### Clock distribution

(4 px per um)
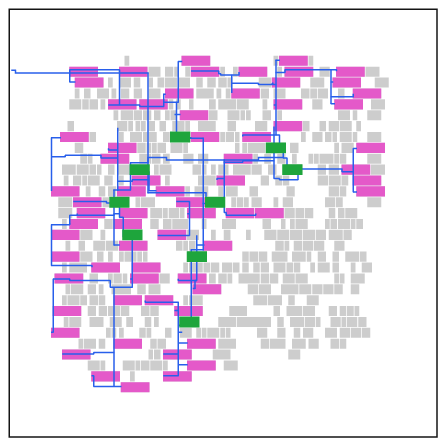
### Routed metal, one color a layer

(2 px per um)
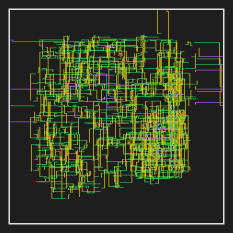
--- src/rtl/morse_decoder.sv ---
// rtl/morse_decoder.sv - Morse key decoder: synchroniser, debounce, unit timing, ASCII decode.
// Optional MORSE_DEC_PUNCT_EN adds . , ? / = to the decode table.
module morse_decoder #(
  parameter int UNIT_CYCLES = 12_500_000,
  parameter int DEB_CYCLES  = 250_000
) (
  input  logic       iCLK,
  input  logic       iRST,
  input  logic       iKEY,
  output logic       oTONE,
  output logic [7:0] oCHAR,
  output logic       oVALID,
  output logic       oERR
);

  localparam int PW = $clog2(UNIT_CYCLES + 1);
  localparam int DW = $clog2(DEB_CYCLES + 1);

  logic          rSync1;
  logic          rSync2;
  logic [DW-1:0] rDebCnt;
  logic [PW-1:0] rPRE;
  logic [2:0]    rDUR;
  logic [5:0]    rCODE;
  logic [2:0]    rLEN;
  logic          rOVF;
  logic          rWORD;

  logic       differ;
  logic       flip;
  logic       tick;
  logic       letterGap;
  logic       wordGap;
  logic [8:0] lookup;

  // Returns {hit, ascii}; first element keyed sits in the highest used code bit.
  function automatic logic [8:0] decode(input logic [2:0] len, input logic [5:0] code);
    logic [8:0] r;
    r = 9'h000;
    case ({len, code})
      9'b010_000001: r = {1'b1, 8'h41};
      9'b100_001000: r = {1'b1, 8'h42};
      9'b100_001010: r = {1'b1, 8'h43};
      9'b011_000100: r = {1'b1, 8'h44};
      9'b001_000000: r = {1'b1, 8'h45};
      9'b100_000010: r = {1'b1, 8'h46};
      9'b011_000110: r = {1'b1, 8'h47};
      9'b100_000000: r = {1'b1, 8'h48};
      9'b010_000000: r = {1'b1, 8'h49};
      9'b100_000111: r = {1'b1, 8'h4A};
      9'b011_000101: r = {1'b1, 8'h4B};
      9'b100_000100: r = {1'b1, 8'h4C};
      9'b010_000011: r = {1'b1, 8'h4D};
      9'b010_000010: r = {1'b1, 8'h4E};
      9'b011_000111: r = {1'b1, 8'h4F};
      9'b100_000110: r = {1'b1, 8'h50};
      9'b100_001101: r = {1'b1, 8'h51};
      9'b011_000010: r = {1'b1, 8'h52};
      9'b011_000000: r = {1'b1, 8'h53};
      9'b001_000001: r = {1'b1, 8'h54};
      9'b011_000001: r = {1'b1, 8'h55};
      9'b100_000001: r = {1'b1, 8'h56};
      9'b011_000011: r = {1'b1, 8'h57};
      9'b100_001001: r = {1'b1, 8'h58};
      9'b100_001011: r = {1'b1, 8'h59};
      9'b100_001100: r = {1'b1, 8'h5A};
      9'b101_011111: r = {1'b1, 8'h30};
      9'b101_001111: r = {1'b1, 8'h31};
      9'b101_000111: r = {1'b1, 8'h32};
      9'b101_000011: r = {1'b1, 8'h33};
      9'b101_000001: r = {1'b1, 8'h34};
      9'b101_000000: r = {1'b1, 8'h35};
      9'b101_010000: r = {1'b1, 8'h36};
      9'b101_011000: r = {1'b1, 8'h37};
      9'b101_011100: r = {1'b1, 8'h38};
      9'b101_011110: r = {1'b1, 8'h39};
`ifdef MORSE_DEC_PUNCT_EN
      9'b110_010101: r = {1'b1, 8'h2E};
      9'b110_110011: r = {1'b1, 8'h2C};
      9'b110_001100: r = {1'b1, 8'h3F};
      9'b101_010010: r = {1'b1, 8'h2F};
      9'b101_010001: r = {1'b1, 8'h3D};
`endif
      default: r = 9'h000;
    endcase
    return r;
  endfunction

  assign differ    = (rSync2 != oTONE);
  assign flip      = differ && (rDebCnt == DW'(DEB_CYCLES - 1));
  assign tick      = (rPRE == PW'(UNIT_CYCLES - 1));
  // Gap checks look at the cycle just after the tick that moved rDUR, so each fires once.
  assign letterGap = !oTONE && (rDUR == 3'd2) && (rPRE == '0) && (rLEN != 3'd0);
  assign wordGap   = !oTONE && (rDUR == 3'd5) && (rPRE == '0) && rWORD;
  assign lookup    = decode(rLEN, rCODE);

  always_ff @(posedge iCLK) begin
    if (iRST) begin
      rSync1  <= 1'b0;
      rSync2  <= 1'b0;
      rDebCnt <= '0;
      oTONE   <= 1'b0;
      rPRE    <= '0;
      rDUR    <= 3'd0;
      rCODE   <= 6'd0;
      rLEN    <= 3'd0;
      rOVF    <= 1'b0;
      rWORD   <= 1'b0;
      oCHAR   <= 8'h00;
      oVALID  <= 1'b0;
      oERR    <= 1'b0;
    end else begin
      rSync1 <= iKEY;
      rSync2 <= rSync1;
      oVALID <= 1'b0;
      oERR   <= 1'b0;

      if (!differ || flip) rDebCnt <= '0;
      else                 rDebCnt <= rDebCnt + 1'b1;

      if (flip) begin
        oTONE <= rSync2;
        rPRE  <= '0;
        rDUR  <= 3'd0;
        if (oTONE) begin
          if (rLEN == 3'd6) begin
            rOVF <= 1'b1;
          end else begin
            rCODE <= {rCODE[4:0], (rDUR >= 3'd2)};
            rLEN  <= rLEN + 1'b1;
          end
        end
      end else begin
        rPRE <= tick ? '0 : rPRE + 1'b1;
        if (tick && rDUR != 3'd7) rDUR <= rDUR + 1'b1;
      end

      if (letterGap) begin
        if (rOVF || !lookup[8]) begin
          oERR <= 1'b1;
        end else begin
          oCHAR  <= lookup[7:0];
          oVALID <= 1'b1;
          rWORD  <= 1'b1;
        end
        rCODE <= 6'd0;
        rLEN  <= 3'd0;
        rOVF  <= 1'b0;
      end else if (wordGap) begin
        oCHAR  <= 8'h20;
        oVALID <= 1'b1;
        rWORD  <= 1'b0;
      end
    end
  end

endmodule

--- config.mk ---
export PLATFORM = sky130hd
export DESIGN_NAME = morse_decoder
export DESIGN_NICKNAME = d
export VERILOG_FILES = /design/src/rtl/morse_decoder.sv
export SDC_FILE = /design/constraint.sdc
export NUM_CORES = 1
export LEC_CHECK = 0
export CORE_MARGIN = 10
export CORE_UTILIZATION = 51
export CTS_BUF_LIST = sky130_fd_sc_hd__clkbuf_8
export CTS_CLUSTER_DIAMETER = 200
export DETAILED_ROUTE_END_ITERATION = 7
export PLACE_DENSITY = 0.68
export RECOVER_POWER = 25
export SLEW_MARGIN = 20
export SYNTH_ARGS = -nofsm -noshare
export SYNTH_HDL_FRONTEND = slang
export SYNTH_SLANG_ARGS = --single-unit
--- constraint.sdc ---
create_clock -name iCLK -period 3.1 [get_ports iCLK]
set_input_delay 0.31 -clock iCLK [delete_from_list [all_inputs] [get_ports iCLK]]
set_output_delay 0.31 -clock iCLK [all_outputs]
set_load 0.005 [all_outputs]
==> impl_metrics.py <==
# Auto-generated metrics
metrics = {
    "global_route": {
        "grt_pass1_wl_um": 14300,
        "grt_overflow": 0,
        "grt_pass1_vias": 3132,
        "grt_usage": 0.147,
        "grt_max_degree": 25,
        "grt_antenna_before_repair": 0,
    },
    "finish": {
        "fillers": 698,
        "final_area_um2": 4150,
        "diodes": 0,
        "final_util": 0.573,
        "syn_to_final_growth_pct": 8.75,
        "nets": 483,
        "layout-drive-gt1-share": 0.0612,
    },
    "floorplan": {
        "core_util_floorplan": 0.527,
        "rows": 31,
        "die-height_um": 107,
        "die_w_um": 107,
        "chip_area_um2": 11400,
        "fp.coreArea_um2": 7250,
        "io_pins": 14,
    },
    "yosys": {
        "syn-num-nets": 480,
        "synthCells": 466,
        "top_area_frac": 0.356,
        "netlist_top_cells_count": "nor2_1 (70), dfxtp_1 (68), nand2_1 (26)",
        "area_leaders": "dfxtp_1 (36%), nor2_1 (6.9%), xnor2_1 (4.6%)",
        "top_area_cell": "dfxtp_1",
        "ys_cells": 466,
        "edf_count": 0,
        "netlist_area_um2": 3820,
        "syn-mean-instance-area_um2": 8.20,
        "ys_types": 63,
        "ys_chip_area_um2": 3820,
        "top_cell": "nor2_1",
        "ys_warn_count": 0,
        "ys_seq_frac": 0.356,
        "ff_type": "dfxtp_1",
        "ys_ff": 68,
        "async_reset_ff_frac": 0,
    },
    "placed_design": {
        "post_dp_cell_area_um2": 3990,
        "numPortBuffers": 12,
        "gp_congestion": 0.996,
        "dp_hpwl_um": 5830,
    },
    "setup_path": {
        "startpoint_type": "register",
        "crit_fanout": 24,
        "worst_ep_arrival_time_ps": 2810,
        "end_kind": "register",
        "cp_data_required_time_ps": 3310,
        "critical_path_class": "reg2reg",
    },
    "final_timing": {
        "slew_viol_final": 0,
        "timing.final.crit_period_ps": 2600,
        "period_used_share": 0.839,
        "tns_ps": 0,
        "max_freq_mhz": 385,
        "whs_ps": 442,
        "hold_violations": 0,
        "setup_viol": 0,
        "worst_pin_slew_ps": 830,
        "rsz0062_at_grt": "no",
        "maxSlewHeadroom": 0.446,
    },
    "clock_tree": {
        "cts_setup_buffers": 0,
        "clockBufferDepth": 2,
        "cts-resized-gates": 0,
        "root_buffer": "clkbuf_8",
        "clkTransAtPathRegs_ps": 70,
        "numCtsBuffers": 9,
        "cts_hold_buf": 0,
        "tritoncts": "done",
        "htreeDepth": 3,
        "cts.sink_count": 68,
    },
    "power_and_ir_drop": {
        "p_sw_uw": 354,
        "leakagePower_uw": 0.00139,
        "p_total_uw": 1550,
        "p_int_uw": 1200,
        "p_sw_frac": 0.228,
        "ir_drop_uv": 359,
        "cellPowerDensity_nw_per_um2": 374,
        "comb_power_share": 0.021,
        "p_seq_frac": 0.569,
    },
    "detailed_routing": {
        "drt_iter0_drc": 124,
        "ant_nets": 0,
        "routed_wl_um": 8030,
        "viasPerCell": 5.72,
        "drt_pre_antenna_iters": 4,
        "route.detailed.drc": 0,
    },
    "run": {
        "maxCapViolCount": 0,
        "tool_warnings": 32,
    },
    "worst_hold_path": {
        "hp-class": "reg2reg",
    },
    "run_status": {
        "status": "finished clean",
    },
}
Back to the opening pictures, 'Clock distribution':
[green] cells driving clock nets | count: 9
[blue] clock wires | length: 797 um
[magenta] flip-flops | count: 68
flops lie: widely spread
Insertion Delay late pin: 330 ps
clock skew: 12.0 ps
clock share of power: 0.410

Back to the opening pictures, 'Routed metal, one color a layer':
| color | layer | wire length |
|---|---|---|
| yellow | met2 | 3650 um |
| cyan | met4 | 137 um |
| green | met1 | 3920 um |
| purple | met3 | 320 um |
routed wire length per instance: 14.0 um
Via Count: 3280

==> routing by layer <==
layer,GRT usage,routed length [um]
met5,0,0
met4,0.0609,137
met3,0.0338,320
met2,0.233,3650
met1,0.188,3920
==> sequential cells by signal (all words and copies together), names as in the netlist, 3 cells and up <==
register  flops
rPRE         24
rDebCnt      18
oCHAR         7
rCODE         6
rDUR          3
rLEN          3
==> through the flow <==
step           worst slack (ps)  cells
2_1_floorplan               793    466
3_3_place_gp                635    557
3_5_place_dp                514    557
4_1_cts                     520    573
5_1_grt                     265    573
6_report                    500    573
==> layout by cell type, fill, tap and decap left out, types with 11 or more instances in the layout <==
cell            n
dfxtp_1        68
o21ai_0        11
nor3_1         12
ha_1           11
nor2_1         70
nor4_1         14
xor2_1         18
nand3_1        21
a21oi_1        21
or3_1          11
dlygate4sd3_1  11
xnor2_1        20
inv_1          17
nand2_1        26
==> path summary, 6_finish.rpt <==
kind,cells past startpoint,to,startpoint,slack [ps]
hold reg to reg,1,rSync2,rSync1,440
setup / recovery,6,oCHAR[2],rCODE[2],500
hold / removal,1,rSync2,rSync1,440
setup reg to reg,6,oCHAR[2],rCODE[2],500
==> power by group through the flow <==
stage / sequential [uW] / clock (uW) / combinational, uW
2_1_floorplan: 902 / 0 / 25.0
3_3_place_gp: 903 / 0 / 31.9
3_5_place_dp: 903 / 0 / 32.9
4_1_cts: 883 / 658 / 33.1
5_1_grt: 883 / 697 / 37.3
6_report: 883 / 637 / 32.7
==> critical path, stage by stage (launching register included) <==
cell,delay (ps)
dfxtp_1,860
nor2b_1,300
o32ai_1,120
o22ai_1,330
nor2b_1,360
a211oi_1,120
a2111oi_0,390
==> cell families (layout without fill, tap and decap cells) <==
| group | after synthesis | count (layout) | synth area share |
|---|---|---|---|
| xor+xnor | 38 | 38 | 0.0871 |
| simple gates | 217 | 217 | 0.306 |
| other cells | 1 | 1 | 0.000982 |
| flops | 68 | 68 | 0.356 |
| mux | 11 | 11 | 0.0292 |
| buf+inv | 44 | 52 | 0.0501 |
| fa+ha+maj | 11 | 11 | 0.0360 |
| compound gates | 76 | 76 | 0.134 |
==> cell type report <==
type	count	area, um2	share of cell area
Clock buffer	10	138	0.0331
Multi-Input combinational cell	354	2260	0.545
Sequential cell	68	1360	0.328
Clock inverter	6	40.0	0.00964
Timing Repair Buffer	18	161	0.0389
Inverter	18	67.6	0.0163
Tap cell	99	124	0.0298
No activity file was given, so power comes from the tool's default toggle rates.
